## src/rtl/fetch_queue.sv

```systemverilog
// rtl/fetch_queue.sv - in-order instruction buffer between fetch and decode with one-cycle flush
module fetch_queue #(
    parameter int DEPTH = 4
) (
    input  logic                         clk,
    input  logic                         rst,
    input  logic                         flush,
    input  logic                         in_valid,
    output logic                         in_ready,
    input  logic [31:0]                  in_instr,
    input  logic [31:0]                  in_pc,
    input  logic [31:0]                  in_pcPlus4,
    input  logic                         in_err,
    output logic                         out_valid,
    input  logic                         out_ready,
    output logic [31:0]                  out_instr,
    output logic [31:0]                  out_pc,
    output logic [31:0]                  out_pcPlus4,
    output logic                         out_err,
    output logic [$clog2(DEPTH+1)-1:0]   count
);

    localparam int PW = $clog2(DEPTH);
    localparam int CW = $clog2(DEPTH+1);

    logic [96:0]   mem_q [DEPTH];
    logic [PW-1:0] wr_ptr_q, wr_ptr_d;
    logic [PW-1:0] rd_ptr_q, rd_ptr_d;
    logic [CW-1:0] count_q, count_d;
    logic          push;
    logic          pop;
    logic [96:0]   head;

    assign in_ready  = (count_q < CW'(DEPTH));
    // Gating with flush keeps decode from consuming a wrong-path entry in the redirect cycle.
    assign out_valid = (count_q != '0) && !flush;
    assign push      = in_valid && in_ready && !flush;
    assign pop       = out_valid && out_ready;

    assign head        = mem_q[rd_ptr_q];
    assign out_instr   = head[96:65];
    assign out_pc      = head[64:33];
    assign out_pcPlus4 = head[32:1];
    assign out_err     = head[0];
    assign count       = count_q;

    always_comb begin
        wr_ptr_d = wr_ptr_q;
        rd_ptr_d = rd_ptr_q;
        count_d  = count_q;
        if (flush) begin
            wr_ptr_d = '0;
            rd_ptr_d = '0;
            count_d  = '0;
        end else begin
            if (push) wr_ptr_d = wr_ptr_q + PW'(1);
            if (pop)  rd_ptr_d = rd_ptr_q + PW'(1);
            if (push && !pop)      count_d = count_q + CW'(1);
            else if (pop && !push) count_d = count_q - CW'(1);
        end
    end

    always_ff @(posedge clk or negedge rst) begin
        if (!rst) begin
            wr_ptr_q <= '0;
            rd_ptr_q <= '0;
            count_q  <= '0;
        end else begin
            wr_ptr_q <= wr_ptr_d;
            rd_ptr_q <= rd_ptr_d;
            count_q  <= count_d;
        end
    end

    // Storage survives a flush; only reset clears it.
    always_ff @(posedge clk or negedge rst) begin
        if (!rst) begin
            for (int i = 0; i < DEPTH; i++) mem_q[i] <= '0;
        end else if (push) begin
            mem_q[wr_ptr_q] <= {in_instr, in_pc, in_pcPlus4, in_err};
        end
    end

endmodule
```

## config.mk

```make
export PLATFORM = sky130hd
export DESIGN_NAME = fetch_queue
export DESIGN_NICKNAME = d
export VERILOG_FILES = /design/src/rtl/fetch_queue.sv
export SDC_FILE = /design/constraint.sdc
export NUM_CORES = 1
export LEC_CHECK = 0
export CORE_MARGIN = 2
export CORE_UTILIZATION = 50
export CTS_CLUSTER_SIZE = 40
export DETAILED_ROUTE_END_ITERATION = 7
export PLACE_DENSITY = 0.73
export SETUP_SLACK_MARGIN = 0.3
export SYNTH_ARGS = -nofsm -noshare
export SYNTH_HDL_FRONTEND = slang
export SYNTH_SLANG_ARGS = --single-unit
```

## constraint.sdc

```tcl
create_clock -name clk -period 3.4 [get_ports clk]
set_input_delay 0.68 -clock clk [delete_from_list [all_inputs] [get_ports clk]]
set_output_delay 0.68 -clock clk [all_outputs]
set_load 0.03 [all_outputs]
```

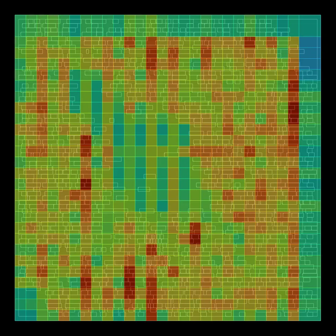
(run_1/final_congestion.png)
GR Util met1: 28.59%
M2 GR Usage: 33.71%
M3 GR Usage: 4.452%

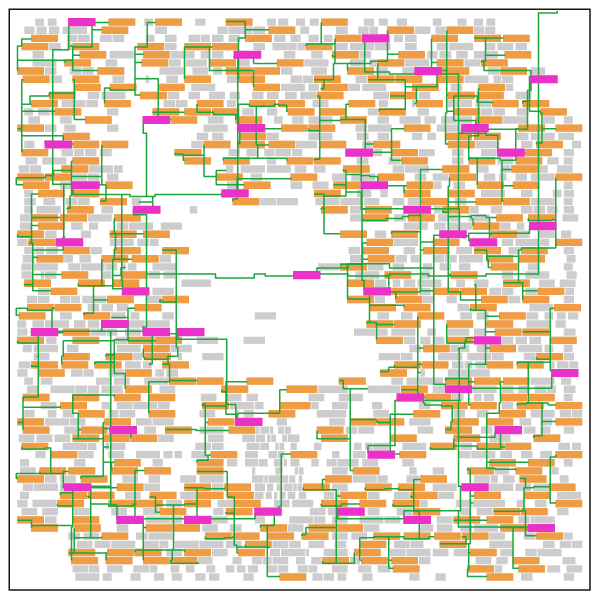
(run_1/clock_map.png)
(3 px per µm)
legend:
  flip-flops:
    color: orange
    count: 395
  cells driving clock nets:
    color: magenta
    count: 43
  clock wires:
    color: green
    length: 4890 µm
routed clock nets: 44
Clock net power: 4.54 mW
Clock Skews: 6.648 ps

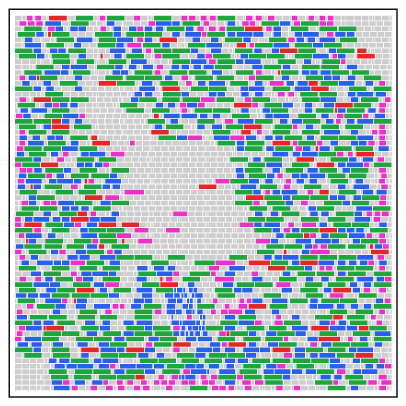
(run_1/cell_classes.png)
(2 px per µm) Fill, decap, tap and diode cells in gray.
legend:
  flip-flops:
    color: green
    cells: 395
  all other logic:
    color: blue
    cells: 533
  other buffers and delay cells:
    color: magenta
    cells: 258
  clock drivers and dummy loads:
    color: red
    cells: 75
Core ar.: 35400 µm²
fraction of area in registers: 45.14%
fin area: 21910 µm²
post-layout util: 61.91%
std cell rows: 69

[run 1: through the flow]
stage | power (mW) | cell area [µm²]
6_report | 18.87 | 21910
5_1_grt | 19.88 | 21910
4_1_cts | 19.12 | 21880
3_5_place_dp | 14.89 | 20520
3_3_place_gp | 14.70 | 20520
2_1_floorplan | 12.37 | 17870
[run 1: power groups by stage]
stage	Combinational (mW)	Sequential [mW]	Clock (mW)
CTS	6.98	7.48	4.65
detailed placement	7.36	7.52	0
floorplan	5.18	7.19	0
global placement	7.24	7.46	0
global route	7.32	7.70	4.86
finish	6.87	7.46	4.54
[run 1: timing repair]
action                                  4_1_cts  5_1_grt
resized                                      89       12
gates cloned                                  2        0
buffers inserted                              1        2
endpoints found under the setup margin       97       40
==> reports/qor.yml, run 1 <==
crit_chain: "buf_16, mux4_2, dlygate4sd2_1"
wl_met2_um: 18030
port_buffers: 203
wirelength_um: 37210
worstReg2RegEnd: "count[1]"
final-nonclk-buf-share_pct: 12.40
cp-end-kind: "primary output"
fin_crit_ps: 3036
fmax_mhz: 329.4
comb_area_share_pct: 33.46
synthCells: 996
largest_register_ff_count: 388
chipArea_um2: 37280
drive_gt1_share_pct: 48.77
num-multi-input-gates: 527
ios: 204
grt_max_degree: 81
clkbuf_count: 64
reg2reg_slack_ps: 1080
stdcell_count: 1722
net-switching-power_mw: 5.930
status: "complete, no violations"
htreeDepth: 2
hold_class: "input pin to asynchronous set/reset pin"
ctsHoldBuffers: 0
first_iter_violations: 341
## Run 2: what changed since run 1
- SKIP_CTS_REPAIR_TIMING: not set -> 1
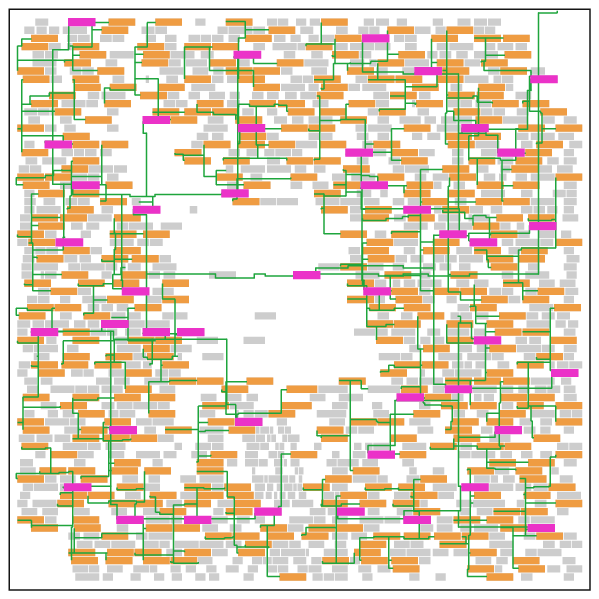
(run_2/clock_map.png)
(3 px per µm)
legend:
  flip-flops:
    color: orange
    count: 395
  clock wires:
    color: green
    length: 4900 µm
  cells driving clock nets:
    color: magenta
    count: 43
flops lie: all over the die
routed clock nets: 44
Clock Skews: 10.09 ps
later-pin clock latency in the skew report: 540 ps
Clk pwr share: 23.6%

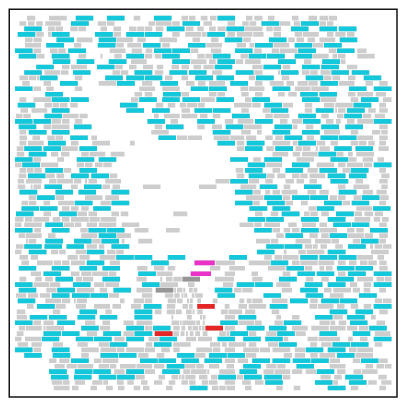
(run_2/registers.png)
(2 px per µm)
legend:
  `count`:
    color: red
    placed_flops: 3
  `rd_ptr_q`:
    color: magenta
    placed_flops: 2
  `mem_q`:
    color: cyan
    placed_flops: 388
    where: all over the die
Reg area: 9892 µm²
seq pwr: 7.47 mW
post-layout util: 62.66%
fraction of area in registers: 44.60%

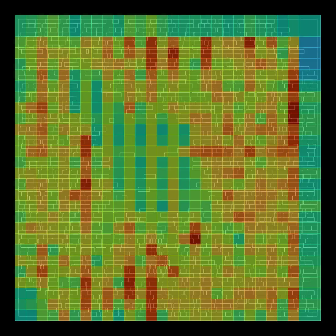
(run_2/final_congestion.png)
M2 GR Usage: 33.53%
gr usage total: 20.37%

==> run 2 against run 1 <==
  * Count of clock-buffer cells in the layout stayed put
  * Final area up 1.2%
  * Synthesized area stayed put
  * Non-clock buffer count shrank 1
  * Utilization grew 0.75 points
  * Maximum frequency decreased by 6.8%
  * Via count up 0.60%
  * Sequential share of layout area shrank 0.54 points
  * Worst hold slack got worse by 7.1 ps
  * Combinational power rose by 5.7%
  * Power rose by 2.1%
  * Worst setup slack lost 220 ps
==> reports/qor.yml, run 2 <==
status: "complete, no violations"
p_clk_mw: 4.54
port_buffers: 203
crit_chain: "buf_16, mux4_2, clkdlybuf4s50_1"
power_leader: "registers"
worst-setup-path-type: "flop to primary output"
whs_ps: 124.4
fin_area_um2: 22180
hold_class: "input pin to asynchronous set/reset pin"
fp-row-count: 69
grtUsageMet3_pct: 4.471
synthCells: 996
wirelength_um: 37700
place_hpwl_um: 23520
reg2reg_slack_ps: 1080
drive_gt1_share_pct: 48.73
net-switching-power_mw: 5.956
p_comb_mw: 7.26
largest_register_ff_count: 388
core_um2: 35400
first_iter_violations: 292
lay_top_cells: "393 x dfrtp_1, 270 x mux2_2, 126 x clkdlybuf4s50_1"
worstReg2RegEnd: "count[1]"
grt_max_degree: 81
power_mw: 19.27
synthTopCellsByCount: "395 x dfrtp_1, 270 x mux2_2, 120 x mux2_4, 97 x mux4_2, 26 x buf_4"
ys.flop_type: "dfrtp_1"
fmax_mhz: 307.0
ios: 204
chipArea_um2: 37280
synthTopCellsByArea: "dfrtp_1 55%, mux2_2 17%, mux4_2 12%"
htreeDepth: 2
fin_crit_ps: 3257
stdcell_count: 1721
run 2: cell count changes in the layout (fill, tap and decap cells not counted):
cell             delta
buf_4               -2
clkbuf_16           +2
buf_6               +1
clkdlybuf4s50_1    +21
dlygate4sd2_1      -87
dlymetal6s2s_1     +66
buf_16              -2
run 2: worst min-delay path by stage:
stage	from	endpoint	cells past startpoint
final	rst	mem_q[65]	1
after global routing	rst	mem_q[65]	1
after CTS	rst	mem_q[65]	1
after detailed placement	mem_q[88]	mem_q[88]	1
after global placement	mem_q[131]	mem_q[131]	1
after floorplan	rst	count[0]	0
run 2: layout make-up:
type                            count  area, µm²
Clock buffer                       64       1255
Tap cell                          461      576.8
Sequential cell                   395       9892
Timing Repair Buffer              257       2982
Fill cell                        2580      13220
Inverter                            6      22.52
Clock inverter                     11      118.9
Multi-Input combinational cell    527       7332
## Run 3: what changed since run 2
- SETUP_SLACK_MARGIN: 0.3 -> 0.5
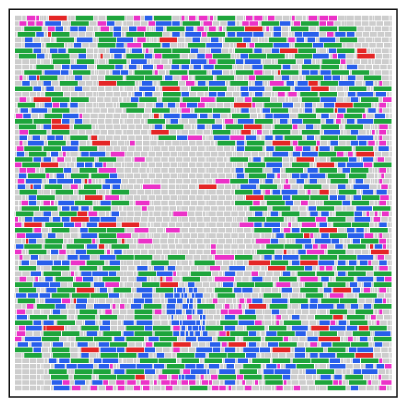
(run_3/cell_classes.png)
(2 px per µm) Fill, decap, tap and diode cells in gray.
legend:
  other buffers and delay cells:
    color: magenta
    cells: 264
  flip-flops:
    color: green
    cells: 395
  all other logic:
    color: blue
    cells: 533
  clock drivers and dummy loads:
    color: red
    cells: 75
post-layout util: 61.83%
fraction of area in registers: 45.20%
fin area: 21880 µm²

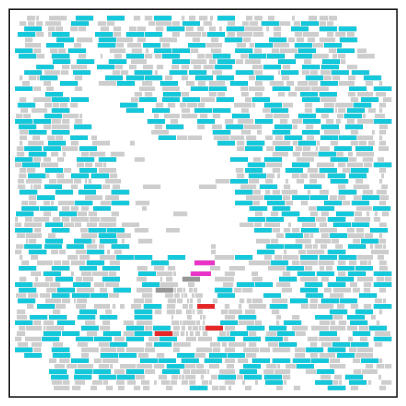
(run_3/registers.png)
(2 px per µm)
legend:
  `mem_q`:
    color: cyan
    placed_flops: 388
    where: all over the die
  `count`:
    color: red
    placed_flops: 3
  `rd_ptr_q`:
    color: magenta
    placed_flops: 2
not colored: 2

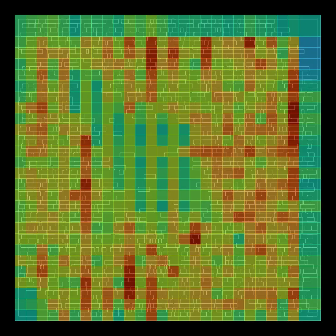
(run_3/final_congestion.png)
M3 GR Usage: 4.471%
Avg WL per Cell: 22.30 µm
busiest grt layer: met2

==> run 3 against run 2 <==
  * Combinational power fell by 4.0%
  * Count of clock-buffer cells in the layout did not move
  * Sequential share of layout area rose by 0.60 points
  * Register-to-register slack barely moved
  * Via count rose by 0.34%
  * Maximum frequency rose by 13%
  * Global-route usage did not move
  * Power fell by 1.5%
  * Clock skew fell by 3.2 ps
  * Critical path depth rose by 1
  * Synthesized cell count did not move
  * Clock power barely moved
==> reports/qor.yml, run 3 <==
wl_met2_um: 18720
fmax_mhz: 345.6
grt_use_met2_pct: 33.53
synthTopCellsByArea: "dfrtp_1 55%, mux2_2 17%, mux4_2 12%"
combPwrFrac_pct: 36.7
clkPwrFrac_pct: 23.9
drive_gt1_share_pct: 53.83
clock_skew_ps: 6.921
core_um2: 35400
reg2reg_slack_ps: 1080
port_buffers: 203
cts_made_buffers: 43
net-switching-power_mw: 6.007
fillerInstances: 2623
worst-setup-path-type: "flop to primary output"
power_leader: "registers"
htreeDepth: 2
status: "complete, no violations"
synthTopCellsByCount: "395 x dfrtp_1, 270 x mux2_2, 120 x mux2_4, 97 x mux4_2, 26 x buf_4"
largest_register_ff_count: 388
chipArea_um2: 37280
synthCells: 996
ios: 204
crit_chain: "buf_4, clkbuf_16, mux4_2, dlymetal6s2s_1"
grtUsageMet1_pct: 27.84
first_iter_violations: 341
place_area_um2: 20520
place_hpwl_um: 23520
whs_ps: 126.9
fp-row-count: 69
power_mw: 18.98
grt_max_degree: 81
stdcell_count: 1728
wirelength_um: 38530
worstReg2RegEnd: "count[1]"
ys.flop_type: "dfrtp_1"
## run 3: cell counts after synthesis
Identical to the previous run, type by type.
## run 3: kinds of logic after synthesis
group / Yosys count / share of synthesized area, %
adders and majority gates: 5 / 0.3920
AOI/OAI and AO/OA: 7 / 0.2590
DFF: 395 / 55.30
and+or+nand+nor: 25 / 0.8471
buffers and inverters: 74 / 3.731
xor gates and xnor gates: 2 / 0.09802
muxes: 488 / 39.37
## run 3: area by class of cell
type	count	area, µm²	area share, %
Clock inverter	11	118.9	0.5431
Inverter	6	22.52	0.1029
Sequential cell	395	9892	45.20
Tap cell	461	576.8	2.636
Multi-Input combinational cell	527	7332	33.50
Timing Repair Buffer	264	2688	12.28
Clock buffer	64	1255	5.734
No activity file was given, so power comes from the tool's default toggle rates.
